==> config.mk <==
export PLATFORM = sky130hd
export DESIGN_NAME = disp_scan_ctrl_flat
export DESIGN_NICKNAME = d
export VERILOG_FILES = /design/src/rtl/disp_pkg.sv /design/src/rtl/disp_scan_ctrl_if.sv /design/src/rtl/btn_debounce.sv /design/src/rtl/disp_scan_ctrl.sv /design/src/flat_wrapper.sv
export SDC_FILE = /design/constraint.sdc
export NUM_CORES = 1
export LEC_CHECK = 0
export CAP_MARGIN = 5
export CORE_MARGIN = 10
export CORE_UTILIZATION = 40
export CTS_BUF_LIST = sky130_fd_sc_hd__clkbuf_2
export DETAILED_ROUTE_END_ITERATION = 7
export GPL_TIMING_DRIVEN = 0
export MAX_ROUTING_LAYER = met4
export REMOVE_ABC_BUFFERS = 1
export SYNTH_ARGS = -nofsm -noshare
export SYNTH_HDL_FRONTEND = slang
export SYNTH_SLANG_ARGS = --single-unit
==> constraint.sdc <==
create_clock -name CLK -period 5.45 [get_ports CLK]
set_input_delay 1.09 -clock CLK [delete_from_list [all_inputs] [get_ports CLK]]
set_output_delay 1.09 -clock CLK [all_outputs]
set_load 0.01 [all_outputs]
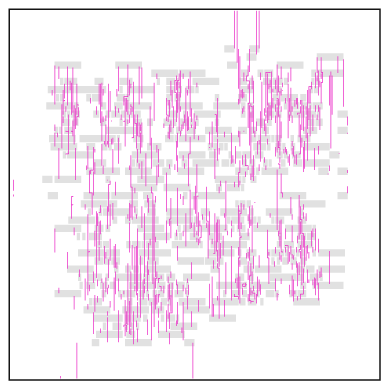
Fig. 1. Metal 2 (run 1).
Scale: 3 px per µm.
- wire length on this layer: 3340 µm
- share of all routed wire: 45%
- main direction: vertical
- longest straight run: 30.3 µm
- nets with wire on the layer: 357
Total Wirelength: 7470 µm
via count: 2915
met2 Use GR: 16.5%

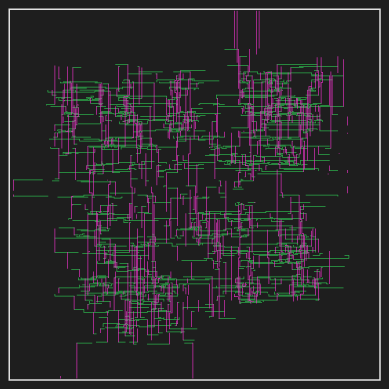
Fig. 2. Routed metal, one colour a layer (run 1).
Scale: 3 px per µm. Only two layers are drawn.
- met2: magenta (wire length 3340 µm)
- met1: green (wire length 3760 µm)
Tot GR Track Use: 10.9%
Avg WL per Cell: 12.9 µm

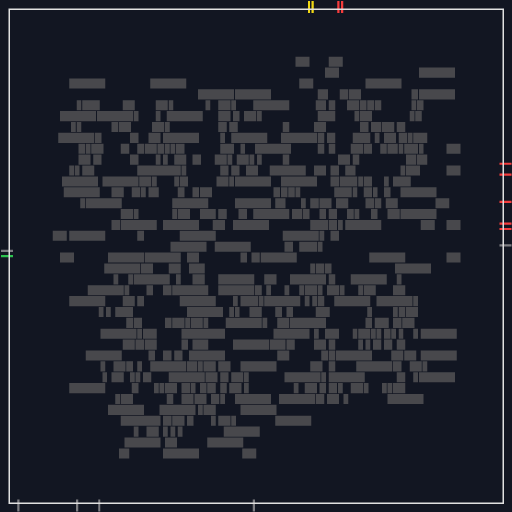
Fig. 3. Ports around the boundary (run 1).
Scale: 4 px per µm. Pins as bars across the die edge, other pins in grey.
- `bus_Ctl`: yellow (pins 2; direction output; edge top)
- `bus_Addr`: red (pins 7; direction output; edge 5 right, 2 top)
- `bus_BtnMode`: green (pins 1; direction input; edge left)
die width: 123 µm
DIE HEIGHT: 123 µm
port bufs: 14

==> GITHUB_STEP_SUMMARY, run 1 <==
### Metrics collected by this job

| Metric | Value |
|---|---|
| Status | `finished, final reports clean` |
| Post-synth EDFFs | `0` |
| Final GP Congestion | `0.812` |
| Flop area | `2130 µm²` |
| Tcrit/Tclk final | `52.0%` |
| Die area | `15200 µm²` |
| Post-route cell area | `4620 µm²` |
| Clk root buf | `clkbuf_2` |
| Top cell area share | `50.0%` |
| Cts hold-fix bufs | `0` |
| Setup slack at placement | `3.22 ns` |
| Fin nets | `450` |
| Largest stage delay on the critical path | `0.61 ns` |
| Mapped Area | `4250 µm²` |
| Buf+Inv Stages, Crit Path | `1` |
| Area post-placement | `4480 µm²` |
| Crit. End Element | `output port` |
| Cts bufs inserted | `9` |
| Post-Syn Instances | `424` |
| R2r setup slk | `3.27 ns` |
| Share of post-route cells with drive strength above 1 | `7.71%` |
| H-tree levels | `3` |
| Fill count | `994` |
| Initial antenna violation count | `1` |
| Slowest cell on crit path | `dfrtp_1` |
| Setup CP Type | `reg2out` |
| Routed Antenna Nets | `0` |
| Slew Limit Fails | `0` |
| Worst path depth | `1` |
| Yosys stat area | `4250 µm²` |
| Core area | `10300 µm²` |
| Peak VDD IR | `0.116 mV` |
| First-pass GRT wire length | `13300 µm` |
| CP Data Required Time | `4.36 ns` |
| Area grow syn2layout | `8.62%` |
| Fmax achieved | `0.353 GHz` |
| # Cells Yosys | `424` |
| CTS sink cnt | `85` |
| Number of gates resized after CTS | `0` |
| Setup tns final | `0 ns` |
| Drt first pass iters | `4` |
| Gate Area | `1960 µm²` |
| Pwr Total | `1050 µW` |
| Final hold slack | `0.388 ns` |
run 1: per-layer routing:
layer	wire length, µm	share of wire [%]	GRT usage [%]	up-vias
met5	0	0	-	-
met4	154	2.1	5.68	0
met3	209	2.8	1.87	15
met2	3340	45	16.5	34
met1	3760	50	13.9	1395
li1	-	-	-	1471
run 1: cells in the final DEF (no fill, tap or decap), drive strengths merged, types with 2 or more instances in the layout:
cell	count
and3	15
nand4	10
clkbuf	9
nand3b	2
nor3b	2
nor2b	4
a21oi	4
ha	8
o21ai	9
nor4b	2
dfrtp	85
xnor2	26
a22o	2
and4	8
nor2	68
nand2	30
clkinvlp	2
xor2	33
nand2b	5
or4	2
mux2	3
nor3	12
a31oi	3
and2	7
buf	2
clkdlybuf4s50	13
clkinv	3
or2	5
nor4	5
bufinv	2
inv	15
a311oi	3
nand3	26
run 1: logic make-up after synthesis:
kind of cell / count (synthesis) / synth area share (%)
compound gates: 30 / 4.94
xor+xnor: 59 / 12.2
fa+ha+maj: 8 / 2.35
buf+inv: 29 / 3.83
flops: 85 / 50.0
mux: 4 / 1.03
simple gates: 209 / 25.7
run 1: power by group through the flow:
stage	clock [µW]	combinational, µW	sequential [µW]
global route	409	42.5	649
floorplan	0	15.4	656
CTS	387	38.0	647
detailed placement	0	37.8	658
global placement	0	34.6	657
finish	369	35.9	647
run 1: final cells by class:
| type | count | area share (%) |
|---|---|---|
| flip-flops and latches | 85 | 46.1 |
| multi-input cells | 310 | 42.5 |
| well taps | 136 | 3.68 |
| repair buffers | 15 | 3.58 |
| clock inverters | 7 | 1.95 |
| inverters | 15 | 1.22 |
| clock buffers | 9 | 0.975 |
| diodes | 1 | 0.0542 |
## Run 2: what changed since run 1
Clock period 5.45 ns to 2.7 ns, I/O delays scaled along.
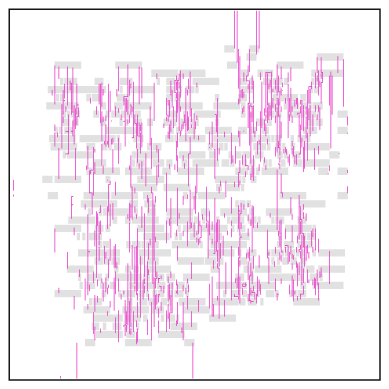
Fig. 4. Metal 2 (run 2).
Scale: 3 px per µm.
- share of all routed wire: 45%
- main direction: vertical
- longest straight run: 30.3 µm
- wire length on this layer: 3330 µm
- nets with wire on the layer: 359
via count: 2922
Total Wirelength: 7470 µm

==> GITHUB_STEP_SUMMARY, run 2 <==
### Metrics collected by this job

| Metric | Value |
|---|---|
| Yosys stat area | `4250 µm²` |
| Pwr top | `registers` |
| Number of gates resized after CTS | `0` |
| Seq power | `1310 µW` |
| Final hold slack | `0.389 ns` |
| Fin nets | `451` |
| H-tree levels | `3` |
| Routed Antenna Nets | `0` |
| Top logic family | `simple AND/OR/NAND/NOR gates` |
| Buf+Inv Stages, Crit Path | `1` |
| Cts bufs inserted | `9` |
| Port bufs | `14` |
| Fill count | `993` |
| Power Clock | `745 µW` |
| R2r setup slk | `0.52 ns` |
| Synth Area in Adders | `2.35%` |
| Post-Syn Instances | `424` |
| Top cells excl fill/tap | `85 x dfrtp_1, 68 x nor2_1, 33 x xor2_1` |
| Peak VDD IR | `0.234 mV` |
| Top cell area share | `50.0%` |
| Setup CP Type | `reg2out` |
| Setup slack at placement | `0.519 ns` |
| Status | `finished, final reports clean` |
| Simple share | `25.7%` |
| Worst path depth | `1` |
| AO/OA Area Share | `4.94%` |
| Mapped Area | `4250 µm²` |
| Post-synth EDFFs | `0` |
| CP Data Required Time | `2.16 ns` |
| Slowest cell on crit path | `dfrtp_1` |
| Die width | `123 µm` |
| Die area | `15200 µm²` |
| Avg WL per Cell | `12.9 µm` |
| XOR Share, Synth | `12.2%` |
| Cts hold-fix bufs | `1` |
| Largest stage delay on the critical path | `0.61 ns` |
| Initial antenna violation count | `1` |
| Share of post-route cells with drive strength above 1 | `7.69%` |
| Tot GR Track Use | `10.9%` |
| Drt first pass iters | `4` |
| Final GP Congestion | `0.812` |
run 2: cell counts after synthesis:
No cell type changed its count.
run 2: worst reg2reg max path, cell delays in order (launching register included):
cell,delay (ns)
dfrtp_1,0.43
ha_1,0.44
or2_2,0.43
a21oi_2,0.38
a22o_1,0.22
a311oi_1,0.05
nor3_1,0.21
run 2: logic make-up after synthesis:
kind of cell	after synthesis
buffers and inverters	29
muxes	4
DFF	85
adders and majority gates	8
AOI/OAI and AO/OA	30
xor gates and xnor gates	59
and+or+nand+nor	209
run 2: routing by layer:
| metal | track usage [%] | vias to the layer above | share of wire [%] | routed length (µm) |
|---|---|---|---|---|
| li1 | - | 1473 | - | - |
| met3 | 1.87 | 14 | 2.8 | 210 |
| met4 | 5.68 | 0 | 2.0 | 152 |
| met2 | 16.5 | 34 | 45 | 3330 |
| met5 | - | - | 0 | 0 |
| met1 | 13.9 | 1401 | 51 | 3780 |
run 2: layout make-up:
| type | instances | area, µm² | share of cell area (%) |
|---|---|---|---|
| antenna | 1 | 2.50 | 0.0541 |
| clock buffer | 9 | 45.0 | 0.973 |
| inverter | 15 | 56.3 | 1.22 |
| multi-input combinational | 310 | 1960 | 42.4 |
| timing repair buffer | 16 | 175 | 3.78 |
| sequential | 85 | 2130 | 46.0 |
| tap | 136 | 170 | 3.68 |
| clock inverter | 7 | 90.1 | 1.95 |
run 2: per-stage QoR:
stage | power [µW] | setup TNS, ns | util [%] | instances | instance area (µm²)
5_1_grt | 2220 | 0 | 44.8 | 579 | 4630
4_1_cts | 2160 | 0 | 44.8 | 578 | 4630
3_3_place_gp | 1400 | -168.93 | 43.2 | 560 | 4460
2_1_floorplan | 1350 | 0 | - | 410 | 4150
3_5_place_dp | 1400 | 0 | 43.4 | 561 | 4480
6_report | 2120 | 0 | 44.8 | 579 | 4630
Power is estimated from default activity; no workload was simulated.
